==> config.mk <==
export PLATFORM = sky130hd
export DESIGN_NAME = mem_arbiter
export DESIGN_NICKNAME = d
export VERILOG_FILES = /design/src/rtl/mips_mem_pkg.sv /design/src/rtl/rr_pick2.sv /design/src/rtl/mem_arbiter.sv
export SDC_FILE = /design/constraint.sdc
export NUM_CORES = 1
export LEC_CHECK = 0
export ABC_AREA = 1
export CAP_MARGIN = 20
export CELL_PAD_IN_SITES_DETAIL_PLACEMENT = 1
export CELL_PAD_IN_SITES_GLOBAL_PLACEMENT = 1
export CORE_MARGIN = 1.5
export CORE_UTILIZATION = 18
export DETAILED_ROUTE_END_ITERATION = 12
export GPL_ROUTABILITY_DRIVEN = 0
export PLACE_DENSITY = 0.85
export SKIP_LAST_GASP = 1
export SYNTH_ARGS = -nofsm -noshare
export SYNTH_HDL_FRONTEND = slang
export SYNTH_HIERARCHICAL = 1
export SYNTH_SLANG_ARGS = --single-unit
==> constraint.sdc <==
create_clock -name clk -period 1.4 [get_ports clk]
set_input_delay 0.28 -clock clk [delete_from_list [all_inputs] [get_ports clk]]
set_output_delay 0.28 -clock clk [all_outputs]
set_load 0.01 [all_outputs]
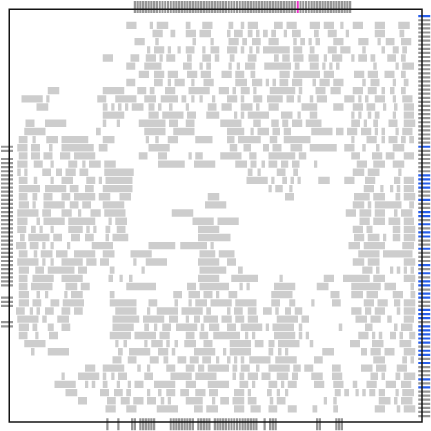
**Above:** ports around the boundary.
Drawn at 3 px/um. Pins as bars across the die edge, other pins in grey.
colour	port	pins	direction	edge
blue	d_wdata	32	input	right
magenta	mem_we	1	output	top
overall die height: 137 um
Die X: 137 um
count of port buffers added during placement: 265

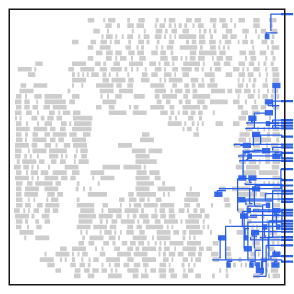
**Above:** nets reached from selected ports.
Drawn at 2 px/um.
colour	port	bits	direction	edge	end cells	buffers	wire
blue	d_wdata	32	input	right	32	32	1010 um
# IOs: 266

==> run summary <==
State of the implementation.

- The H-tree was split into 3 levels.
- Leaving out fill and tap cells, the most frequent cells in the layout are sky130_fd_sc_hd__clkdlybuf4s50_1, sky130_fd_sc_hd__nor2_1, sky130_fd_sc_hd__nand2_1, sky130_fd_sc_hd__dfxtp_1, sky130_fd_sc_hd__dlygate4sd2_1.
- The share of the yosys chip area belonging to registers is 42.7%, for reference.
- Nets still carrying antenna violations after routing amount to 0.
- The fraction of the core area occupied by cells at floorplan is 18.6%, for reference.
- The static leakage is 3.71 nW, for reference.
- The part of the power in registers is 19.9%, for reference.
- The slowest stage cell on the critical path is sky130_fd_sc_hd__dfxtp_4, for reference.
- For the worst setup path, the data arrival time is 1.68 ns.
- Entering global routing, the biggest net connects 58 pins.
- The biggest combinational cell group after synthesis is simple AND/OR/NAND/NOR gates, for reference.
- The total power is 13.3 mW, for reference.
- The hold slack is 0.476 ns, for reference.
- Summed over all nets, the switching power comes to 5.31 mW.
- The leading cell type in the layout, fill and taps excluded is sky130_fd_sc_hd__clkdlybuf4s50_1, for reference.
- The cell at the root of the clock tree is sky130_fd_sc_hd__clkbuf_16, for reference.
- On the reported timing paths, the clock transition at the registers reads 0.06 ns.
- In the final routed layout, each cell accounts on average for 18.3 um.
- The final reports fail on setup timing.
- The number of diodes added for antenna fixing is 0, for reference.
- Listed in order, past its start point the critical path passes inv_4 -> ha_4 -> clkinvlp_4 -> clkbuf_16 -> a21oi_4 -> buf_6.
- The synthesized netlist occupies a cell area of 3230 um2.
- For reference, the most critical setup path is categorized as reg -> out.
- The clock network fraction of total power is 17.9%, for reference.
- The residual overflow from global routing is 0, for reference.
- Pins over their slew limit in the final report were tallied at 0.
- The TritonCTS clock tree is built, for reference.
- After the first detailed-routing iteration, the DRC count stood at 104.
- The number of global-route vias before repair was 4482.
- The number of nets handed over by synthesis was 634.
- Across all setup checks in the final design, the least slack found is -0.565 ns.
- Including well taps, the total number of placed cells is 979.
- TritonRoute reported its final design rule violation total as 0.
- The wire length of the first global-routing pass is 24400 um, for reference.
- The initial antenna violation count is 0, for reference.
- Of the post-synthesis cell area, the part taken by muxes is 0%.
- In this design, the largest share of critical-path delay is due to buffers and inverters.
- The final number of setup-violating endpoints is 103, for reference.
- The script computed a power per unit cell area of 1690 nW/um2.
- CTS added clock buffers totalling 9.
- The flow ran to the end, but the final reports show violations.
- The post-layout net count is 942, for reference.
[power groups by stage]
| stage | registers [mW] | logic [mW] | clock network (mW) |
|---|---|---|---|
| after floorplan | 2.75 | 2.51 | 0 |
| after detailed placement | 2.61 | 5.64 | 0 |
| final | 2.66 | 8.28 | 2.39 |
| after global routing | 2.70 | 8.85 | 2.52 |
| after global placement | 2.58 | 5.49 | 0 |
| after CTS | 2.60 | 7.08 | 2.45 |
[per-stage QoR]
| step | setup WS (ns) | utilization, % | instance area (um2) | setup TNS (ns) |
|---|---|---|---|---|
| 6_report | -0.565 | 45.3 | 7880 | -45.03 |
| 5_1_grt | -0.604 | 45.3 | 7880 | -51.55 |
| 4_1_cts | -0.616 | 41.7 | 7270 | -48.42 |
| 3_5_place_dp | -0.585 | 36.6 | 6380 | -43.28 |
| 3_3_place_gp | -0.501 | 36.6 | 6380 | -37.98 |
| 2_1_floorplan | -0.0113 | - | 3380 | -0.340 |
[cell type report]
type                            instances  area [um2]
Clock buffer                           11         253
Clock inverter                          5        57.6
Fill cell                            2008        9540
Inverter                               45         216
Multi-Input combinational cell        349        2290
Sequential cell                        69        1390
Tap cell                              225         282
Timing Repair Buffer                  329        3390
Timing Repair inverter                  1        11.3
[layer usage]
layer  global-route usage (%)  share of wire (%)
met2                     33.4                 55
met1                     17.0                 36
met5                        0                  0
met3                     5.59                7.9
met4                     5.15                1.7
[synth_stat cells (all sizes together)]
master / n / area, um2
nor2: 132 / 495
nand4: 1 / 6.26
nand2: 107 / 412
dfxtp: 69 / 1380
clkinv: 1 / 5.00
nand3: 1 / 5.00
ha: 4 / 50.1
buf: 26 / 159
a21oi: 37 / 185
nor2b: 1 / 6.26
clkbuf: 8 / 33.8
inv: 44 / 168
nand3b: 1 / 7.51
o21ai: 64 / 320
No activity file was given, so power comes from the tool's default toggle rates.
